$ cat config.mk
export PLATFORM = sky130hd
export DESIGN_NAME = mem_arbiter
export DESIGN_NICKNAME = d
export VERILOG_FILES = /design/src/rtl/mem_arbiter.sv
export SDC_FILE = /design/constraint.sdc
export NUM_CORES = 1
export LEC_CHECK = 0
export CORE_ASPECT_RATIO = 0.9
export CORE_MARGIN = 5
export CORE_UTILIZATION = 41
export DETAILED_ROUTE_END_ITERATION = 6
export GPL_TIMING_DRIVEN = 0
export PLACE_DENSITY_LB_ADDON = 0.1
export REMOVE_ABC_BUFFERS = 1
export SLEW_MARGIN = 20
export SYNTH_ARGS = -nofsm -noshare
export SYNTH_HDL_FRONTEND = slang
export SYNTH_SLANG_ARGS = --single-unit
$ cat constraint.sdc
create_clock -name clk -period 1.95 [get_ports clk]
set_clock_uncertainty 0.2 [all_clocks]
set_input_delay 0.39 -clock clk [delete_from_list [all_inputs] [get_ports clk]]
set_output_delay 0.39 -clock clk [all_outputs]
set_load 0.01 [all_outputs]
$ cat src/rtl/mem_arbiter.sv
// Purpose : two-requester round-robin arbiter/sequencer onto the single primary port of the shared data memory.
// Latency : request sampled at edge k -> gnt + memory strobe in cycle k+1 -> done (and read data) in cycle k+2.
// Backpr. : requesters hold req until gnt; one access in flight, so peak throughput is one access per 3 cycles.
// Optional: define MEM_ARB_FIXED_PRI_EN for fixed priority (requester 0 always wins a tie, no rr_ptr).
module mem_arbiter #(
  parameter int ADDR_W = 5,
  parameter int DATA_W = 32
) (
  input  logic              clk,
  input  logic              rst,
  input  logic              req0,
  input  logic              we0,
  input  logic [ADDR_W-1:0] addr0,
  input  logic [DATA_W-1:0] wdata0,
  output logic              gnt0,
  output logic              done0,
  output logic [DATA_W-1:0] rdata0,
  input  logic              req1,
  input  logic              we1,
  input  logic [ADDR_W-1:0] addr1,
  input  logic [DATA_W-1:0] wdata1,
  output logic              gnt1,
  output logic              done1,
  output logic [DATA_W-1:0] rdata1,
  output logic [ADDR_W-1:0] mem_addr,
  output logic [DATA_W-1:0] mem_write_data,
  output logic              mem_read,
  output logic              mem_write,
  input  logic [DATA_W-1:0] mem_read_data
);

  typedef enum logic [1:0] {
    IDLE   = 2'd0,
    ACCESS = 2'd1,
    RESP   = 2'd2
  } state_t;

  state_t              state;
  state_t              state_nxt;
  logic                any_req;
  logic                win;       // 0 = requester 0 wins, 1 = requester 1 wins
  logic                owner;     // requester that owns the access in flight
  logic                lat_we;
  logic [ADDR_W-1:0]   lat_addr;
  logic [DATA_W-1:0]   lat_wdata;
  logic                accept;

`ifdef MEM_ARB_FIXED_PRI_EN
  // Fixed priority: requester 0 wins whenever it is requesting.
  always_comb begin
    any_req = req0 | req1;
    win     = ~req0;
  end
`else
  logic rr_ptr;  // requester favoured on the next tie

  // Round-robin pick: a lone requester wins, a tie goes to rr_ptr.
  always_comb begin
    any_req = req0 | req1;
    if (req0 && req1) begin
      win = rr_ptr;
    end else begin
      win = req1;
    end
  end

  // After every grant the loser becomes the favoured requester.
  always_ff @(posedge clk or negedge rst) begin
    if (!rst) begin
      rr_ptr <= 1'b0;
    end else if (accept) begin
      rr_ptr <= ~win;
    end
  end
`endif

  assign accept = (state == IDLE) && any_req;

  // State register.
  always_ff @(posedge clk or negedge rst) begin
    if (!rst) begin
      state <= IDLE;
    end else begin
      state <= state_nxt;
    end
  end

  // Next-state logic: IDLE waits for a request, ACCESS and RESP last one cycle each.
  always_comb begin
    state_nxt = state;
    case (state)
      IDLE:    if (any_req) state_nxt = ACCESS;
      ACCESS:  state_nxt = RESP;
      RESP:    state_nxt = IDLE;
      default: state_nxt = IDLE;
    endcase
  end

  // Latch the winner's command at the grant; held afterwards so the memory bus does not glitch.
  always_ff @(posedge clk or negedge rst) begin
    if (!rst) begin
      owner     <= 1'b0;
      lat_we    <= 1'b0;
      lat_addr  <= '0;
      lat_wdata <= '0;
    end else if (accept) begin
      owner     <= win;
      lat_we    <= win ? we1 : we0;
      lat_addr  <= win ? addr1 : addr0;
      lat_wdata <= win ? wdata1 : wdata0;
    end
  end

  // Capture read data into the owner's register only; the other requester's data is untouched.
  always_ff @(posedge clk or negedge rst) begin
    if (!rst) begin
      rdata0 <= '0;
      rdata1 <= '0;
    end else if ((state == ACCESS) && !lat_we) begin
      if (owner) begin
        rdata1 <= mem_read_data;
      end else begin
        rdata0 <= mem_read_data;
      end
    end
  end

  // Grant marks the ACCESS cycle, done marks the RESP cycle, strobes only during ACCESS.
  always_comb begin
    gnt0           = (state == ACCESS) && !owner;
    gnt1           = (state == ACCESS) &&  owner;
    done0          = (state == RESP)   && !owner;
    done1          = (state == RESP)   &&  owner;
    mem_write      = (state == ACCESS) &&  lat_we;
    mem_read       = (state == ACCESS) && !lat_we;
    mem_addr       = lat_addr;
    mem_write_data = lat_wdata;
  end

endmodule

Fig. 1: run 1, placement by cell class
Bar = 20 um.
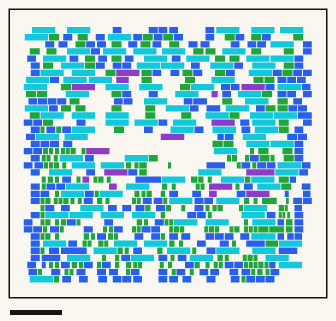
Purple stands for clock drivers and dummy loads, cells 15. Blue stands for other buffers and delay cells, cells 235. Green stands for combinational and other logic, cells 239. Cyan stands for flops, cells 106.
final core area utilization: 66.9%
core box area: 10800 um^2
Core Rows: 36
fin area: 7240 um^2
sequential cell area share: 36.7%

Fig. 2: run 1, routing congestion
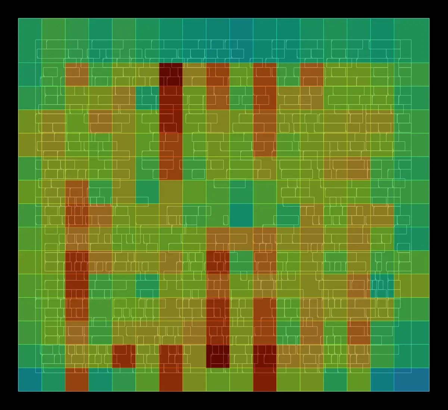
grt peak-use layer: met2
M2 GR Usage: 33.7%
met3 global-route usage: 6.58%

Fig. 3: run 1, drive-strength map
Bar = 20 um.
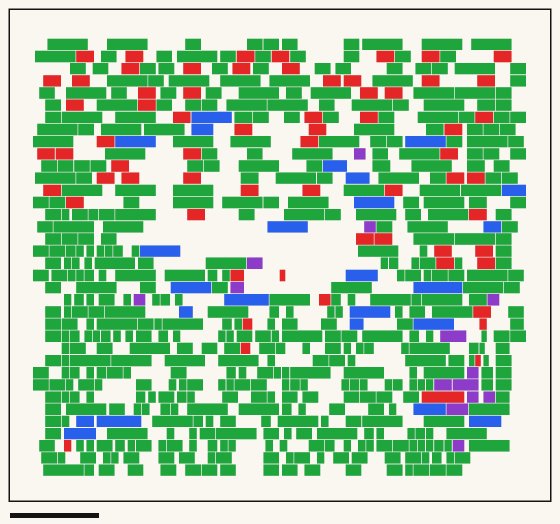
Blue stands for _6 and larger, cells 24. Purple stands for _3 and _4 cells, cells 14. Red stands for _2 cells, cells 65. Green stands for _0 and _1 cells, cells 492.
Area Overhead vs Synth: 59.9%
nonclk buf count: 235

Fig. 4: run 1, gate-type map
Bar = 20 um.
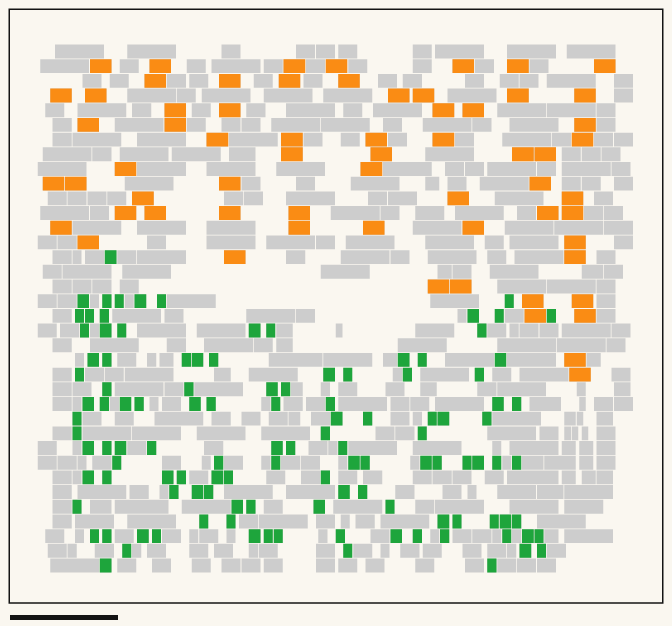
Green stands for inverting AOI/OAI gates, cells 117. Orange stands for multiplexers, cells 64.
Top cell excl fill/tap: clkdlybuf4s50_1
post-route insts no fill: 728

run 1: final cells by class:
type	instances	area, um^2
Clock buffer	10	239
Timing Repair Buffer	235	2420
Clock inverter	5	62.6
Sequential cell	106	2650
Tap cell	133	166
Inverter	3	11.3
Fill cell	858	3570
Multi-Input combinational cell	236	1690
run 1: flip-flops by register name (all words and copies together), names as in the netlist:
| name | count |
|---|---|
| rdata1 | 32 |
| rr_ptr | 1 |
| lat_we | 1 |
| mem_write_data | 32 |
| mem_addr | 5 |
| state | 2 |
| rdata0 | 32 |
| owner | 1 |
run 1: repair_timing:
item | 4_1_cts | 5_1_grt
endpoints found under the hold margin | 26 | 0
buffers inserted | 5 | 2
setup endpoints to repair | 98 | 40
pin swaps | 1 | 2
gates resized | 13 | 3
cloned | 1 | 1
hold buffers | 1 | 0
==> run summary, run 1 <==
Critical Path Max Stage Delay: 0.46 ns
Mux frac, synth: 15.9%
Floorplan Utilization: 41.9%
Met1 usage: 25.9%
Ports: 219
Seq pwr share: 34.5%
Register bit total from synthesis: 106
CP Cell Sequence: nor3b_1 -> dlygate4sd2_1
Chip Area, Yosys: 4530 um^2
Dominant cell area share: 58.6%
Vias per std cell: 5.40
VDD IR-drop max: 0.000758 V
Critical Path Source: state[0]
Top-count cell post-synth: dfrtp_1
YS warnings: 0
Status: completed
Fin nets: 703
Path depth of the worst reg2reg path: 6
Metal3 WL: 1150 um
Clk pwr: 1.82 mW
Adder Area Share: 0%
Clk buf depth: 2
Initial DRT Pass Iterations: 5
Setup tns final: 0 ns
Top cells, area: dfrtp_1, mux2_2, a31oi_1
Clk slew on worst S/H paths: 0.07 ns
Die height: 110 um
Routability cong.: 0.790
DP Area: 6850 um^2
Fin. max-slew vios: 0
Unrepaired setup endpoints after global routing: no
Most numerous logic cells after layout: clkdlybuf4s50_1, dfrtp_1, mux2_2
P_int: 7.63 mW
Routed length on met2: 6790 um
DRC violations left: 0
Worst setup SP type: flop
Post-DP HPWL: 9480 um
Sequential group power: 3.94 mW
Syn Inst Count: 379
Main power group: combinational cells
GRT Util Overall: 20.5%
Met1 WL: 5540 um
CTS buffer count: 9
Gr ovfl total: 0
Hold WS: 0.162 ns
Cycle use final: 95.7%
Hold Path Origin: req1
Worst hold endpoint: mem_addr[2]
Hold Fails Final Rpt: 0
Share of layout cells above drive strength 1: 17.3%
CTS tree: built
Worst Tran Pin Value: 0.598 ns
Largest fanout on the critical path: 4
Fmax: 536 MHz
CP top delay family: flip-flops
Clock latency on the worst-skew pair: 0.33 ns
# setup viols final: 0
CP Data Arrival Time: 1.28 ns
Normalized max-slew margin: 60.1%
# H-tree levels: 3
Overall Power: 11.4 mW
Sw frac: 33.1%
Most frequent cells after synthesis: dfrtp_1, mux2_2, a21oi_1, a31oi_1, nand3_1
Routed vias: 3928
Hold depth: 3
CTS Sinks: 106
Ys async rst share: 100%
Critical Path End: done0
Fig. 5: run 1, sequential cells grouped by signal name
Bar = 20 um. Other sequential cells in the stronger grey, the rest of the logic in the fainter grey.
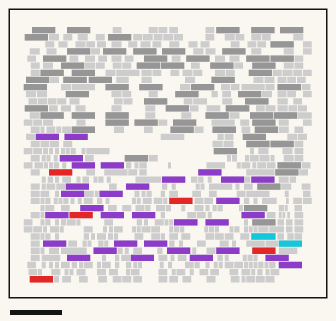

## Run 2: what changed since run 1
SKIP_LAST_GASP = 1   (was not set)
Fig. 6: run 2, sequential cells grouped by signal name
Bar = 20 um. Other sequential cells in the stronger grey, the rest of the logic in the fainter grey.
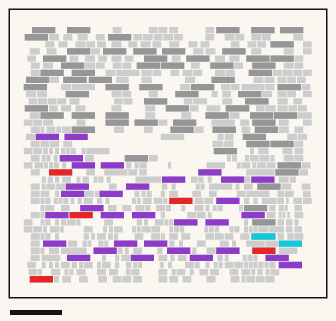
Red stands for mem_addr, sequential cells 5. Purple stands for mem_write_data, sequential cells 32. Cyan stands for state, sequential cells 2.
Another 67 sequential cells are not coloured.
final core area utilization: 67.2%
register area: 2650 um^2
sequential group power: 3.94 mW
sequential cell area share: 36.6%

Fig. 7: run 2, placement by cell class
Bar = 20 um.
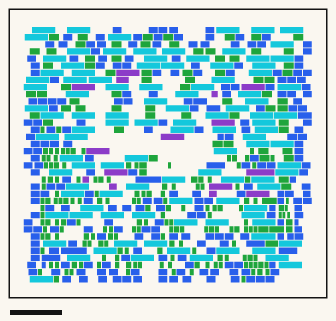
fin area: 7260 um^2

==> run 2 against run 1 <==
  * The run now ends with setup timing left
  * Clock power about the same
  * Setup slack worse by 0.10 ns
  * Area after synthesis is the same
  * Sequential cell count unchanged
  * Die size did not move
  * Power up 0.51%
  * Final cell count up 0.41%
  * Synthesized cell count unchanged
  * Utilization increased by 0.21 points
  * Worst hold slack gained 0.0036 ns
  * Combinational power rose by 1%
  * Largest power group unchanged
==> run summary, run 2 <==
Largest fanout on the critical path: 3
Hold Fails Final Rpt: 0
Dominant cell area share: 58.6%
Critical Path Source: state[0]
Top-count cell post-synth: dfrtp_1
Hold depth: 3
Clk pwr: 1.82 mW
Failing checks: setup timing
VDD IR-drop max: 0.000758 V
Clk buf depth: 2
Top cell excl fill/tap: clkdlybuf4s50_1
Mux frac, synth: 15.9%
CP Cell Sequence: buf_4 -> nor3b_1 -> clkdlybuf4s15_1
Gr ovfl total: 0
Overall Power: 11.5 mW
# setup viols final: 1
Placed insts: 703
Core box area: 10800 um^2
GRT Util Overall: 20.5%
Setup tns final: -0.0161 ns
Floorplan Utilization: 41.9%
Status: finished, violations left
Fmax: 509 MHz
Clock latency on the worst-skew pair: 0.33 ns
Core Rows: 36
Fin. max-slew vios: 0
Hold WS: 0.166 ns
Area Overhead vs Synth: 60.4%
Cycle use final: 101%
Max-cap viol count: 0
Clk slew on worst S/H paths: 0.07 ns
CTS tree: built
Critical Path Max Stage Delay: 0.44 ns
Worst Slack Setup Final: -0.0161 ns
Worst setup SP type: flop
Chip Area, Yosys: 4530 um^2
DP Area: 6850 um^2
Most numerous logic cells after layout: clkdlybuf4s50_1, dfrtp_1, mux2_2
Register bit total from synthesis: 106
YS warnings: 0
Worst hold endpoint: mem_addr[2]
DRC violations left: 0
# H-tree levels: 3
Slowest library cell on the worst path: dfrtp_2
Hold Path Origin: req1
Main power group: combinational cells
Fin nets: 706
Routability cong.: 0.790
Share of layout cells above drive strength 1: 17.7%
Initial DRT Pass Iterations: 5
Ports: 219
CP top delay family: flip-flops
Path depth of the worst reg2reg path: 6
Top cells, area: dfrtp_1, mux2_2, a31oi_1
Normalized max-slew margin: 59.7%
Routed vias: 3958
Unrepaired setup endpoints after global routing: yes
CTS Sinks: 106
Seq pwr share: 34.3%
Most frequent cells after synthesis: dfrtp_1, mux2_2, a21oi_1, a31oi_1, nand3_1
Post-DP HPWL: 9480 um
Syn Inst Count: 379
Vias in the first global route: 4031
CP Data Arrival Time: 1.38 ns
Sw frac: 33.1%
Crit. End Element: primary output
## run 2: netlist changes by cell type in the layout (fill, tap and decap cells not counted), sizes merged
cell / previous run / this run
buf: 19 / 21
clkbuf: 10 / 11
## run 2: per-layer routing
metal,global-route usage (%),wire [um]
met1,25.9,5570
met2,33.7,6840
met3,6.58,1120
met4,6.55,223
met5,0,0
## run 2: repair_timing
action	in CTS	in global routing
resized	10	6
pin swaps	1	2
hold buffers	1	0
endpoints found under the setup margin	98	41
setup buffers	5	5
gates cloned	1	1
hold endpoints to repair	26	0
## run 2: final cells by class
class,instances,area [um^2]
tap,133,166
inverter,3,11.3
sequential,106,2650
timing repair buffer,238,2440
clock inverter,5,62.6
fill,852,3550
clock buffer,10,239
multi-input combinational,236,1690
Power figures rest on the tool's default switching activity, not on a simulated workload.
